$ cat src/rtl/gray_code_source.sv
// Registered Gray-code word source with valid/ready output, up/down counting,
// synchronous load and optional saturation at the terminal count.
module gray_code_source #(
    parameter int WIDTH    = 4,
    parameter bit SATURATE = 1'b0
) (
    input  logic             clk,
    input  logic             rst_n,
    input  logic             en,
    input  logic             up_dn,
    input  logic             load,
    input  logic [WIDTH-1:0] load_val,
    output logic [WIDTH-1:0] out_gray,
    output logic             out_valid,
    input  logic             out_ready,
    output logic             wrap,
    output logic             done
);

    localparam logic [WIDTH-1:0] ONE_C   = WIDTH'(1);
    localparam logic [WIDTH-1:0] ZERO_C  = {WIDTH{1'b0}};
    localparam logic [WIDTH-1:0] ONES_C  = {WIDTH{1'b1}};

    function automatic logic [WIDTH-1:0] to_gray(input logic [WIDTH-1:0] b);
        return b ^ (b >> 1);
    endfunction

    logic [WIDTH-1:0] bin_q, bin_d;
    logic [WIDTH-1:0] gray_q, gray_d;
    logic             valid_q, valid_d;
    logic             wrap_q, wrap_d;
    logic             done_q, done_d;

    logic             fire_s;
    logic             free_s;
    logic             term_s;
    logic [WIDTH-1:0] bin_next_s;

    // Handshake qualifiers, terminal detection and the next binary count.
    always_comb begin
        fire_s     = valid_q & out_ready;
        free_s     = ~valid_q | out_ready;
        if (up_dn) begin
            term_s     = (bin_q == ONES_C);
            bin_next_s = bin_q + ONE_C;
        end else begin
            term_s     = (bin_q == ZERO_C);
            bin_next_s = bin_q - ONE_C;
        end
    end

    // Next-state selection: load beats emission, emission beats plain acceptance.
    always_comb begin
        bin_d   = bin_q;
        gray_d  = gray_q;
        valid_d = valid_q;
        wrap_d  = 1'b0;
        done_d  = done_q;
        if (load) begin
            bin_d   = load_val;
            valid_d = 1'b0;
            done_d  = 1'b0;
        end else if (en && free_s && !done_q) begin
            gray_d  = to_gray(bin_q);
            valid_d = 1'b1;
            wrap_d  = term_s;
            // A saturating counter parks on the terminal value instead of rolling over.
            if (SATURATE && term_s) begin
                done_d = 1'b1;
            end else begin
                bin_d = bin_next_s;
            end
        end else if (fire_s) begin
            valid_d = 1'b0;
        end else begin
            valid_d = valid_q;
        end
    end

    // State register with asynchronous active-low reset.
    always_ff @(posedge clk or negedge rst_n) begin
        if (!rst_n) begin
            bin_q   <= ZERO_C;
            gray_q  <= ZERO_C;
            valid_q <= 1'b0;
            wrap_q  <= 1'b0;
            done_q  <= 1'b0;
        end else begin
            bin_q   <= bin_d;
            gray_q  <= gray_d;
            valid_q <= valid_d;
            wrap_q  <= wrap_d;
            done_q  <= done_d;
        end
    end

    assign out_gray  = gray_q;
    assign out_valid = valid_q;
    assign wrap      = wrap_q;
    assign done      = done_q;

endmodule
$ cat config.mk
export PLATFORM = sky130hd
export DESIGN_NAME = gray_code_source
export DESIGN_NICKNAME = d
export VERILOG_FILES = /design/src/rtl/gray_code_source.sv
export SDC_FILE = /design/constraint.sdc
export NUM_CORES = 1
export LEC_CHECK = 0
export CAP_MARGIN = 20
export CORE_MARGIN = 3
export CORE_UTILIZATION = 44
export CTS_BUF_LIST = sky130_fd_sc_hd__clkbuf_16
export DETAILED_ROUTE_END_ITERATION = 10
export GPL_ROUTABILITY_DRIVEN = 0
export PLACE_DENSITY = 0.74
export SKIP_CTS_REPAIR_TIMING = 1
export SYNTH_ARGS = -nofsm -noshare
export SYNTH_HDL_FRONTEND = slang
export SYNTH_SLANG_ARGS = --single-unit
$ cat constraint.sdc
create_clock -name clk -period 2.1 [get_ports clk]
set_clock_uncertainty 0.2 [all_clocks]
set_input_delay 0.42 -clock clk [delete_from_list [all_inputs] [get_ports clk]]
set_output_delay 0.42 -clock clk [all_outputs]
set_load 0.01 [all_outputs]
run_1/metal_density.png
(8 px per um) 9 x 9 tiles, from dark blue (low) to red (high), scaled to the fullest tile. Values are wire area over tile area, all layers added.
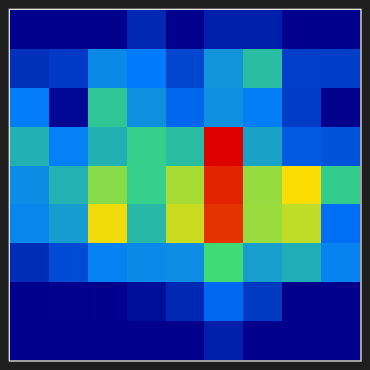
26% of the tiles are nearly empty. The fullest tile reaches 0.42. The densest ninth of the die: middle. 15% of the tiles are over half the peak. The mean over all tiles is 0.11. The emptiest ninth of the die: bottom left.

run_1/io_placement.png
(12 px per um) Pins as bars across the die edge, other pins in gray.
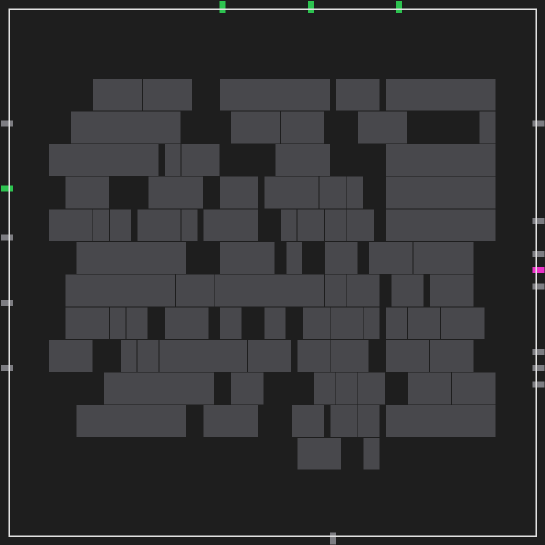
Key: load = magenta [pins 1, direction input, edge right]; out_gray = green [pins 4, direction output, edge 3 top, 1 left]
All pins by edge: 8 right, 5 left, 3 top, 1 bottom.

run_1/layer_met2.png
(12 px per um)
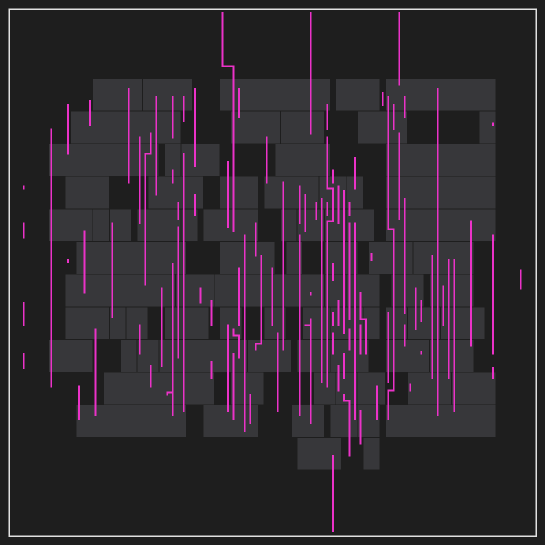
The wires run mostly vertical. The layer carries 591 um of wire. 79 nets have wire on it.

==> impl_metrics.env, run 1 <==
# flow metrics
export IMPL_status="finished clean"
export IMPL_drv_slew=0
export IMPL_wl_met1_um=556
export IMPL_rows=12
export IMPL_cp_start_kind="input pin"
export IMPL_fp_util=0.516
export IMPL_cts_htree_levels=1
export IMPL_layout_top_cell="clkdlybuf4s50_1"
export IMPL_yosys_cells=61
export IMPL_p_leak_nw=0.424
export IMPL_area_dominant_class="multi-input combinational cells"
export IMPL_fin_cells=96
export IMPL_yosys_register_bits=10
export IMPL_comb_cell_share=0.383
export IMPL_grt_start_max_net_pins=11
export IMPL_mi_logic_area_um2=343
export IMPL_cp_required_ns=2.01
export IMPL_cts_buffers=3
export IMPL_wl_mm=1.27
export IMPL_critPathTopFamily="buffers and inverters"
export IMPL_ir_drop_mv=0.591
export IMPL_path_buffers=2
export IMPL_diodes=0
export IMPL_yosysTopAreaCell="dfrtp_1"
export IMPL_die_h_um=43.8
export IMPL_dieArea_um2=1920
export IMPL_worstHoldPathType="flip-flop to flip-flop"
export IMPL_final_cell_area_um2=896
export IMPL_dp_cells=93
export IMPL_firstDrtPassIters=4
export IMPL_rsz0062_at_grt="false"
export IMPL_ys_seq_frac=0.398
export IMPL_p_per_area_nw_per_um2=942
export IMPL_grt_met1_usage=0.173
export IMPL_worst_path_largest_cell_delay_ns=0.48
export IMPL_fin_crit_ns=1.91
export IMPL_drt_iter0_markers=10
export IMPL_sh_seq_area=0.279
export IMPL_grt_pass1_wl_mm=2.18
export IMPL_worst_setup_path_end_kind="flip-flop"
export IMPL_buffer_area_frac=0.209
export IMPL_die_w_um=43.8
export IMPL_holdWs_ns=0.302
run 1: worst reg2reg max path, delay by kind of cell, from the launching register on:
| kind | cells | cell delay [ns] |
|---|---|---|
| mux | 1 | 0.11 |
| fa+ha+maj | 1 | 0.41 |
| flops | 1 | 0.45 |
| compound gates | 1 | 0.09 |
| xor+xnor | 1 | 0.17 |
run 1: power by group:
group	internal [mW]	switching [mW]
sequential	0.239	0.0382
combinational	0.142	0.0978
clock	0.246	0.0807
run 1: worst paths after layout:
| path | slack (ns) | cells past startpoint | endpoint | startpoint |
|---|---|---|---|---|
| max | 0.19 | 6 | bin_q[2] | up_dn |
| min reg2reg | 0.30 | 1 | out_gray[2] | out_gray[2] |
| max reg2reg | 0.55 | 4 | bin_q[2] | bin_q[1] |
| max in group asynchronous | 1.06 | 1 | out_gray[0] | rst_n |
| min | 0.30 | 1 | out_gray[2] | out_gray[2] |
| min in group asynchronous | 0.32 | 1 | out_valid | rst_n |
run 1: logic make-up after synthesis:
logic type                 count (synthesis)  synth area share
and+or+nand+nor                           17             0.155
DFF                                       10             0.398
AOI/OAI and AO/OA                          9            0.0877
buffers and inverters                      8            0.0558
adders and majority gates                  7             0.151
muxes                                      6             0.104
xor gates and xnor gates                   3            0.0418
other                                      1           0.00597
run 1: cells in the mapped netlist:
library cell	n
and3_1	2
a31oi_1	1
nor2_1	1
inv_1	5
fa_1	1
nor3_1	3
nand2_2	1
a22o_1	1
buf_2	1
a22oi_1	1
mux2_2	4
mux2i_1	2
ha_1	6
nand3_1	3
a21oi_1	2
xor2_1	2
conb_1	1
nand2_1	3
dfrtp_1	10
o211ai_1	1
nor2_2	1
nor3b_1	1
inv_2	1
buf_4	1
o21ai_0	3
xnor2_1	1
or3_1	1
nand2b_4	1
## Run 2: what changed since run 1
- CTS_CLUSTER_SIZE: unset -> 8
- SETUP_SLACK_MARGIN: unset -> 0.1
run_2/layer_met3.png
(12 px per um)
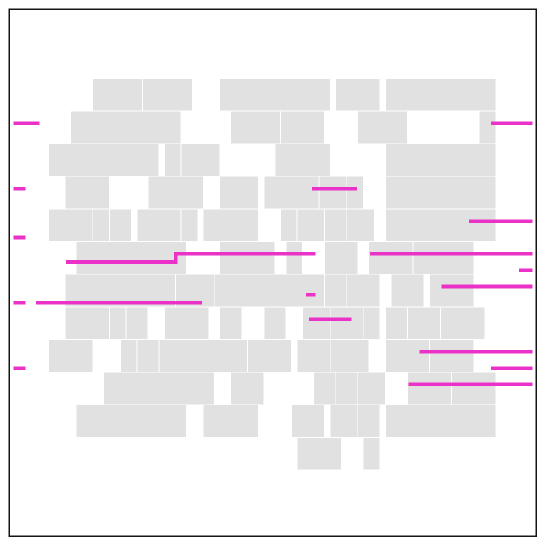
The wires run mostly horizontal. The layer holds 7.7% of the routed length. 15 nets have wire on it. The longest straight run is 13.6 um. The layer carries 97.9 um of wire.

==> run 2 against run 1 <==
Sequential cell count did not move. First-iteration DRC count did not move. Global-route usage unchanged. Critical path depth stayed put. Highest routed layer unchanged.
==> impl_metrics.env, run 2 <==
# flow metrics
export IMPL_wl_mm=1.27
export IMPL_grt_start_max_net_pins=11
export IMPL_die_h_um=43.8
export IMPL_cts_htree_levels=1
export IMPL_rows=12
export IMPL_fp_util=0.516
export IMPL_crit_path_end="bin_q[2]"
export IMPL_dieArea_um2=1920
export IMPL_yosysTopAreaCell="dfrtp_1"
export IMPL_layout_top_cell="clkdlybuf4s50_1"
export IMPL_yosys_register_bits=10
export IMPL_p_per_area_nw_per_um2=942
export IMPL_yosys_cells=61
export IMPL_worst_setup_path_end_kind="flip-flop"
export IMPL_r2r_end="bin_q[2]"
export IMPL_fin_cells=96
export IMPL_dp_cells=93
export IMPL_pwr_share_clk=0.387
export IMPL_status="finished clean"
export IMPL_drv_slew=0
export IMPL_rsz0062_at_grt="false"
run 2: cell counts after synthesis:
Identical to the previous run, type by type.
run 2: through the flow:
stage,hold slack (ns),util,setup slack (ns)
finish,0.302,0.737,0.194
CTS,0.305,0.737,0.180
floorplan,-0.0756,-,0.516
detailed placement,0.296,0.675,-0.0492
global route,0.336,0.737,0.119
global placement,0.288,0.675,-0.0317
run 2: power groups by stage:
stage | logic [mW] | clock network (mW) | registers [mW]
after floorplan | 0.109 | 0 | 0.289
after global placement | 0.239 | 0 | 0.277
after detailed placement | 0.242 | 0 | 0.280
after CTS | 0.244 | 0.335 | 0.278
after global routing | 0.267 | 0.343 | 0.286
final | 0.240 | 0.327 | 0.277
run 2: cell families (layout without fill, tap and decap cells):
logic type / after synthesis / after routing / share of synthesized area
compound gates: 9 / 9 / 0.0877
xor+xnor: 3 / 3 / 0.0418
fa+ha+maj: 7 / 7 / 0.151
buf+inv: 8 / 29 / 0.0558
flops: 10 / 10 / 0.398
mux: 6 / 6 / 0.104
other cells: 1 / 1 / 0.00597
simple gates: 17 / 17 / 0.155
run 2: layer usage:
layer / share of wire / wire length, um / global-route usage / up-vias
li1: - / - / - / 250
met3: 0.076 / 97 / 0.0871 / 5
met4: 0.018 / 23 / 0.0723 / 0
met5: 0 / 0 / 0 / -
met2: 0.46 / 590 / 0.253 / 18
met1: 0.44 / 556 / 0.173 / 222
run 2: layout make-up:
cell class	count	area, um2
well taps	14	17.5
fillers	82	320
inverters	6	22.5
repair buffers	20	188
flip-flops and latches	10	250
multi-input cells	43	343
clock buffers	3	75.1
run 2: worst max-delay path, cell delays in order:
cell and delay, ns:
clkdlybuf4s50_1 0.48, inv_1 0.10, fa_1 0.44, xor2_1 0.17, mux2i_1 0.11, o21ai_0 0.09
run_2/io_placement.png
(12 px per um) Pins as bars across the die edge, other pins in gray.
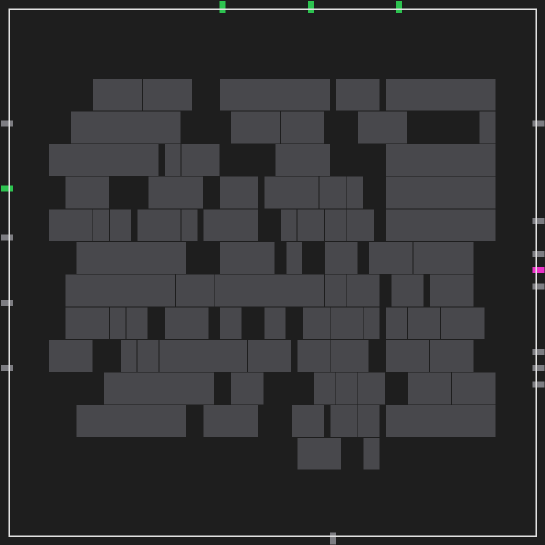

## Run 3: what changed since run 2
- CORE_MARGIN: 3 -> unset
- SLEW_MARGIN: unset -> 20
run_3/io_placement.png
(12 px per um) Pins as bars across the die edge, other pins in gray.
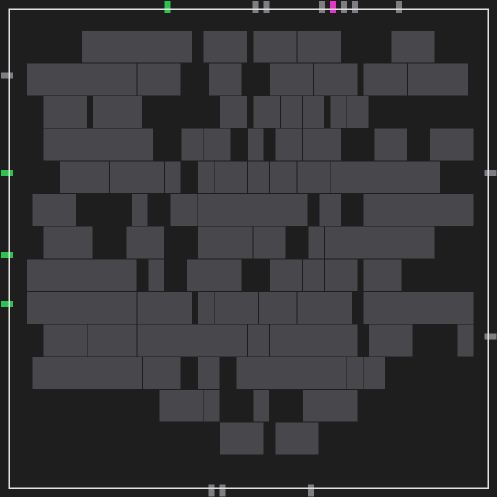
Die H: 39.8 um
Die X: 39.8 um
number of buffers added on ports: 15

==> run 3 against run 2 <==
Register-to-register slack hardly changed. Power up 0.82%. Fmax fell by 1.3%. Count of clock-buffer cells in the layout unchanged. Combinational power about the same. Critical endpoint unchanged.
==> impl_metrics.env, run 3 <==
# flow metrics
export IMPL_xor_share=0.0418
export IMPL_status="finished clean"
export IMPL_p_per_area_nw_per_um2=949
export IMPL_grt_use_met2=0.328
export IMPL_preCtsSetupSlack_ns=-0.0890
export IMPL_rows=13
export IMPL_grt_busiest_layer="met2"
export IMPL_dp_cells=93
export IMPL_r2r_end="bin_q[2]"
export IMPL_dieArea_um2=1580
export IMPL_path_buffers=2
export IMPL_diodes=0
export IMPL_fin_cells=97
export IMPL_rsz0062_at_grt="true"
export IMPL_fill_cells=102
export IMPL_path_cells="clkdlybuf4s50_1, inv_2, fa_1, xor2_1, mux2i_1, o21ai_1"
export IMPL_worst_setup_path_end_kind="flip-flop"
export IMPL_netlist_area_um2=628
export IMPL_critPathTopFamily="buffers and inverters"
export IMPL_cts_htree_levels=1
export IMPL_worst_path_largest_cell_delay_ns=0.54
export IMPL_ff2ff_path_depth=4
export IMPL_adder_share=0.151
export IMPL_final_core_util=0.681
export IMPL_yosys_cells=61
export IMPL_pwr_share_clk=0.392
export IMPL_fin_nets=100
export IMPL_synth_simple_gate_area_share=0.155
export IMPL_grtUsageMet3=0.0852
export IMPL_grt_met1_usage=0.241
export IMPL_fp_util=0.477
export IMPL_setup_ws_ns=0.170
export IMPL_clock_root_buffer="clkbuf_16"
export IMPL_p_int_mw=0.631
export IMPL_mux_area_frac=0.104
export IMPL_synthAoiAreaFrac=0.0876
export IMPL_power_total_mw=0.851
export IMPL_drv_slew=0
export IMPL_flop_area_um2=250
export IMPL_grt_start_max_net_pins=11
export IMPL_yosys_register_bits=10
export IMPL_routedWlPerCell_um=12.7
export IMPL_wl_mm=1.23
export IMPL_yosysTopAreaCell="dfrtp_1"
export IMPL_mi_logic_area_um2=347
run 3: cell counts after synthesis:
No cell type changed its count.
run 3: cells by family (layout without fill, tap and decap cells):
logic type	count (synthesis)	after routing
adder cells (fa/ha/maj)	7	7
buffers and inverters	8	29
flip-flops	10	10
other	1	1
XOR/XNOR	3	3
multiplexers	6	6
AND/OR/NAND/NOR	17	17
AND-OR/OR-AND	9	9
run 3: how the worst max path moves through the flow:
stage	startpoint	endpoint	cells past startpoint
2_1_floorplan	up_dn	bin_q[2]	5
3_3_place_gp	up_dn	bin_q[2]	6
3_5_place_dp	up_dn	bin_q[2]	6
4_1_cts	up_dn	bin_q[2]	6
5_1_grt	up_dn	bin_q[2]	6
6_report	up_dn	bin_q[2]	6
run 3: power groups by stage:
stage / Combinational (mW) / Clock (mW) / Sequential, mW
5_1_grt: 0.268 / 0.350 / 0.283
6_report: 0.240 / 0.334 / 0.277
2_1_floorplan: 0.109 / 0 / 0.289
3_3_place_gp: 0.234 / 0 / 0.278
3_5_place_dp: 0.236 / 0 / 0.279
4_1_cts: 0.239 / 0.341 / 0.278
run 3: cell type report:
cell class	instances	area share
multi-input cells	43	0.386
well taps	15	0.0209
clock buffers	3	0.0837
flip-flops and latches	10	0.279
clock inverters	1	0.00418
inverters	6	0.0251
repair buffers	19	0.201
run 3: through the flow:
step / instance area, um2 / hold slack (ns)
floorplan: 628 / -0.0756
global placement: 815 / 0.291
detailed placement: 815 / 0.295
CTS: 893 / 0.304
global route: 897 / 0.317
finish: 897 / 0.302
run 3: metal layers:
layer,share of wire,vias up
met5,0,-
met4,0.0081,0
met3,0.065,2
met2,0.46,16
met1,0.46,233
li1,-,250
Power is estimated from default activity; no workload was simulated.
